File: src/rtl/instr_sequencer.sv
// rtl/instr_sequencer.sv - multi-cycle FETCH/DECODE/EXEC/MEM/WB control FSM; optional counters under PERF_COUNT_EN
module instr_sequencer #(
    parameter int              IW          = 9,
    parameter int              MEM_TIMEOUT = 15,
    parameter logic [IW-1:0]   HALT_CODE   = 9'h1FF
) (
    input  logic          Clk,
    input  logic          Reset_n,
    input  logic          start,
    input  logic [IW-1:0] instr_in,
    input  logic          imem_valid,
    output logic          imem_req,
    input  logic          br_taken,
    input  logic          mem_ack,
    output logic          mem_req,
    output logic [IW-1:0] mach_code,
    output logic          RegDst,
    output logic          MemtoReg,
    output logic          MemWrite,
    output logic          Branch,
    output logic          reg_we,
    output logic          pc_inc,
    output logic          pc_load,
    output logic          busy,
    output logic          halted,
    output logic          err,
    output logic [15:0]   cyc_cnt,
    output logic [15:0]   instr_cnt
);

    localparam int TW = (MEM_TIMEOUT > 1) ? $clog2(MEM_TIMEOUT) : 1;
    localparam logic [TW-1:0] TIMER_LAST = TW'(MEM_TIMEOUT - 1);

    typedef enum logic [2:0] {
        S_IDLE, S_FETCH, S_DECODE, S_EXEC, S_MEM, S_WB, S_HALT, S_ERR
    } state_t;

    state_t          state;
    state_t          state_n;
    logic [IW-1:0]   ir;
    logic [TW-1:0]   timer;
    logic            ctl_en;
    logic            in_wb;
    logic [2:0]      op;
    logic            is_load;
    logic            is_store;
    logic            is_branch;

    assign op        = ir[IW-1 -: 3];
    assign is_load   = (op == 3'b101);
    assign is_store  = (op == 3'b110);
    assign is_branch = (op == 3'b111);

    always_comb begin
        state_n = state;
        case (state)
            S_IDLE:   if (start) state_n = S_FETCH;
            S_FETCH:  if (imem_valid) state_n = S_DECODE;
            S_DECODE: state_n = (ir == HALT_CODE) ? S_HALT : S_EXEC;
            S_EXEC: begin
                if (is_load || is_store) state_n = S_MEM;
                else if (is_branch)      state_n = S_FETCH;
                else                     state_n = S_WB;
            end
            S_MEM: begin
                // An ack arriving on the final allowed cycle still completes the access.
                if (mem_ack)                  state_n = is_load ? S_WB : S_FETCH;
                else if (timer == TIMER_LAST) state_n = S_ERR;
            end
            S_WB:     state_n = S_FETCH;
            default:  state_n = state;
        endcase
    end

    // Status outputs are registered from the next state so they align with the state they describe.
    always_ff @(posedge Clk or negedge Reset_n) begin
        if (!Reset_n) begin
            state    <= S_IDLE;
            ir       <= '0;
            timer    <= '0;
            imem_req <= 1'b0;
            mem_req  <= 1'b0;
            busy     <= 1'b0;
            halted   <= 1'b0;
            err      <= 1'b0;
            ctl_en   <= 1'b0;
            in_wb    <= 1'b0;
        end else begin
            state <= state_n;
            if (state == S_FETCH && imem_valid) ir <= instr_in;
            timer    <= (state == S_MEM) ? timer + 1'b1 : '0;
            imem_req <= (state_n == S_FETCH);
            mem_req  <= (state_n == S_MEM);
            busy     <= (state_n != S_IDLE) && (state_n != S_HALT) && (state_n != S_ERR);
            halted   <= (state_n == S_HALT);
            err      <= (state_n == S_ERR);
            ctl_en   <= (state_n == S_DECODE) || (state_n == S_EXEC) ||
                        (state_n == S_MEM)    || (state_n == S_WB);
            in_wb    <= (state_n == S_WB);
        end
    end

    assign mach_code = ir;
    assign RegDst    = ctl_en & (op != 3'b100);
    assign MemtoReg  = ctl_en & is_load;
    assign MemWrite  = ctl_en & is_store;
    assign Branch    = ctl_en & is_branch;

    assign reg_we  = in_wb;
    assign pc_load = (state == S_EXEC) & is_branch & br_taken;
    assign pc_inc  = in_wb
                   | ((state == S_EXEC) & is_branch & ~br_taken)
                   | ((state == S_MEM)  & is_store  & mem_ack);

`ifdef PERF_COUNT_EN
    logic [15:0] cyc_q;
    logic [15:0] instr_q;

    always_ff @(posedge Clk or negedge Reset_n) begin
        if (!Reset_n) begin
            cyc_q   <= '0;
            instr_q <= '0;
        end else begin
            if (busy && cyc_q != 16'hFFFF)                  cyc_q   <= cyc_q + 16'd1;
            if ((pc_inc || pc_load) && instr_q != 16'hFFFF) instr_q <= instr_q + 16'd1;
        end
    end

    assign cyc_cnt   = cyc_q;
    assign instr_cnt = instr_q;
`else
    assign cyc_cnt   = 16'd0;
    assign instr_cnt = 16'd0;
`endif

endmodule
File: config.mk
export PLATFORM = sky130hd
export DESIGN_NAME = instr_sequencer
export DESIGN_NICKNAME = d
export VERILOG_FILES = /design/src/rtl/instr_sequencer.sv
export SDC_FILE = /design/constraint.sdc
export NUM_CORES = 1
export LEC_CHECK = 0
export CAP_MARGIN = 10
export CORE_MARGIN = 4
export CORE_UTILIZATION = 36
export DETAILED_ROUTE_END_ITERATION = 7
export PLACE_DENSITY = 0.78
export SYNTH_ARGS = -nofsm -noshare
export SYNTH_HDL_FRONTEND = slang
export SYNTH_SLANG_ARGS = --single-unit
File: constraint.sdc
create_clock -name Clk -period 1.5 [get_ports Clk]
set_input_delay 0.225 -clock Clk [delete_from_list [all_inputs] [get_ports Clk]]
set_output_delay 0.225 -clock Clk [all_outputs]
set_load 0.005 [all_outputs]
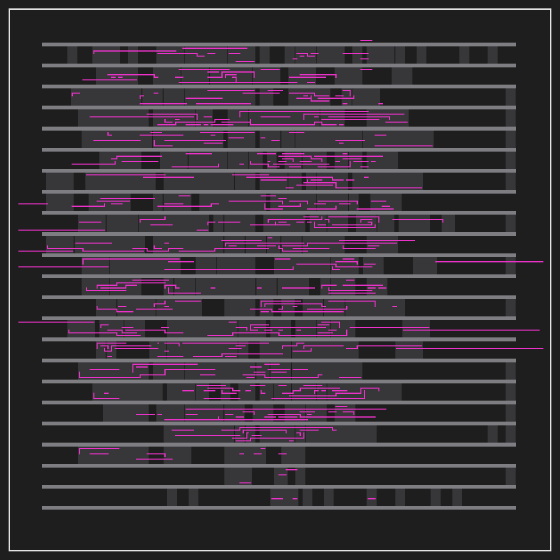
Fig. 1. Metal 1.
Supply wires on this layer in grey. Cells faint in the background.
The layer holds 40% of the routed length. The wires run mostly horizontal. The longest straight run is 25.8 um.
M1 GR Usage: 16.1%
via count: 1111
Detailed Route WL: 3410 um

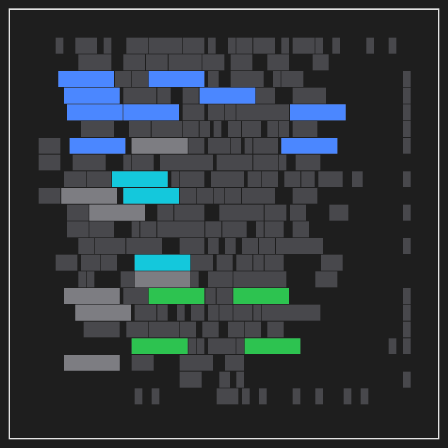
Fig. 2. Sequential cells grouped by signal name.
Other sequential cells in the stronger grey, the rest of the logic in the fainter grey.
Key: `mach_code` = blue [placed flops 9]; `timer` = green [placed flops 4, where bottom middle]; `state` = cyan [placed flops 3]
Another 7 sequential cells are not coloured.
Seq/total area: 27.0%
Sequential cell area: 576 um^2
Final Util: 58.1%

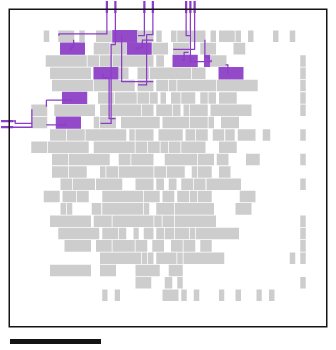
Fig. 3. Wires at chosen ports, followed through buffers.
The bar under the picture is 20 um long.
Key: `instr_in` = purple [direction input, edge 7 top, 2 left, end cells 9, wire 180 um]
I/O pin total: 68
IO Port Bufs: 35

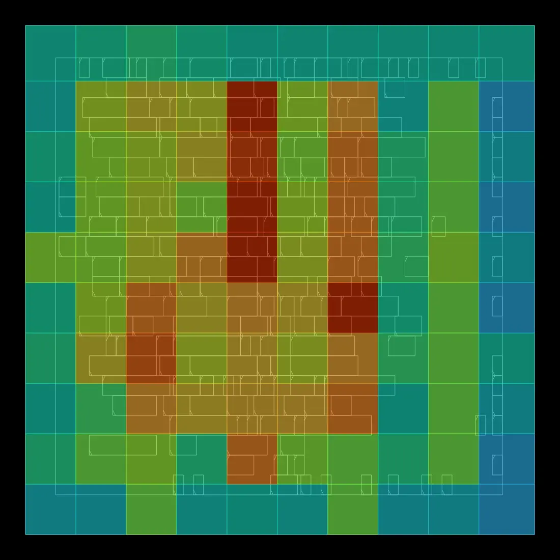
Fig. 4. Track usage over the die.
gr busiest metal: met2
met2 usage in global routing: 24.5%
WL/cell: 13.7 um
Overall Global Routing Usage: 13.4%
GRT met3 Usage: 1.30%

==> metrics.cfg <==
[placed_design]
dpl-instance-area_mm2=0.00184

[global_routing]
grt_pass1_vias=1083
grt_pass1_wl_um=5260

[route]
wl_met1_um=1370
vias_per_cell=4.46
met3_length_um=133
first_iter_violations=26
highest_layer=met4

[worst_setup_path]
r2r-end=err$_DFF_PN0_
crit_family=simple AND/OR/NAND/NOR gates
path_cells=buf_6, nand4_1, nor4b_2, buf_2
max_stage_delay_ps=400

[cells_and_area]
syn2layout_area_growth_pct=55.2
flops=23
nNonClkBuffers=73
largest_register_ffs=9
num-fill-cells=294
antenna_cells=0
dominant-cell-class=combinational gates

[final_timing]
finalWorstSetupSlack_ps=-170
drv_slew=0
setup_viol=18
fmax_mhz=599

[pwr]
comb_power_share_pct=14.0
p_sw_share_pct=23.7
power.leakage_nw=1.04
power.share.clock_pct=32.4

[flow_run]
max_cap_violations=0

[synthesis]
synth-async-reset-ratio_pct=100
yosysUniqueCellTypes=38
synthMuxAreaShare_pct=6.57
synth_top_cell_by_count=buf_4

[clocking]
cts-buffers-inserted=3
root_buffer=clkbuf_8

[floorplan]
dieArea_mm2=0.00486
core_area_mm2=0.00366
taps=48

[run_status]
status=complete, but fails checks
violations=negative setup slack

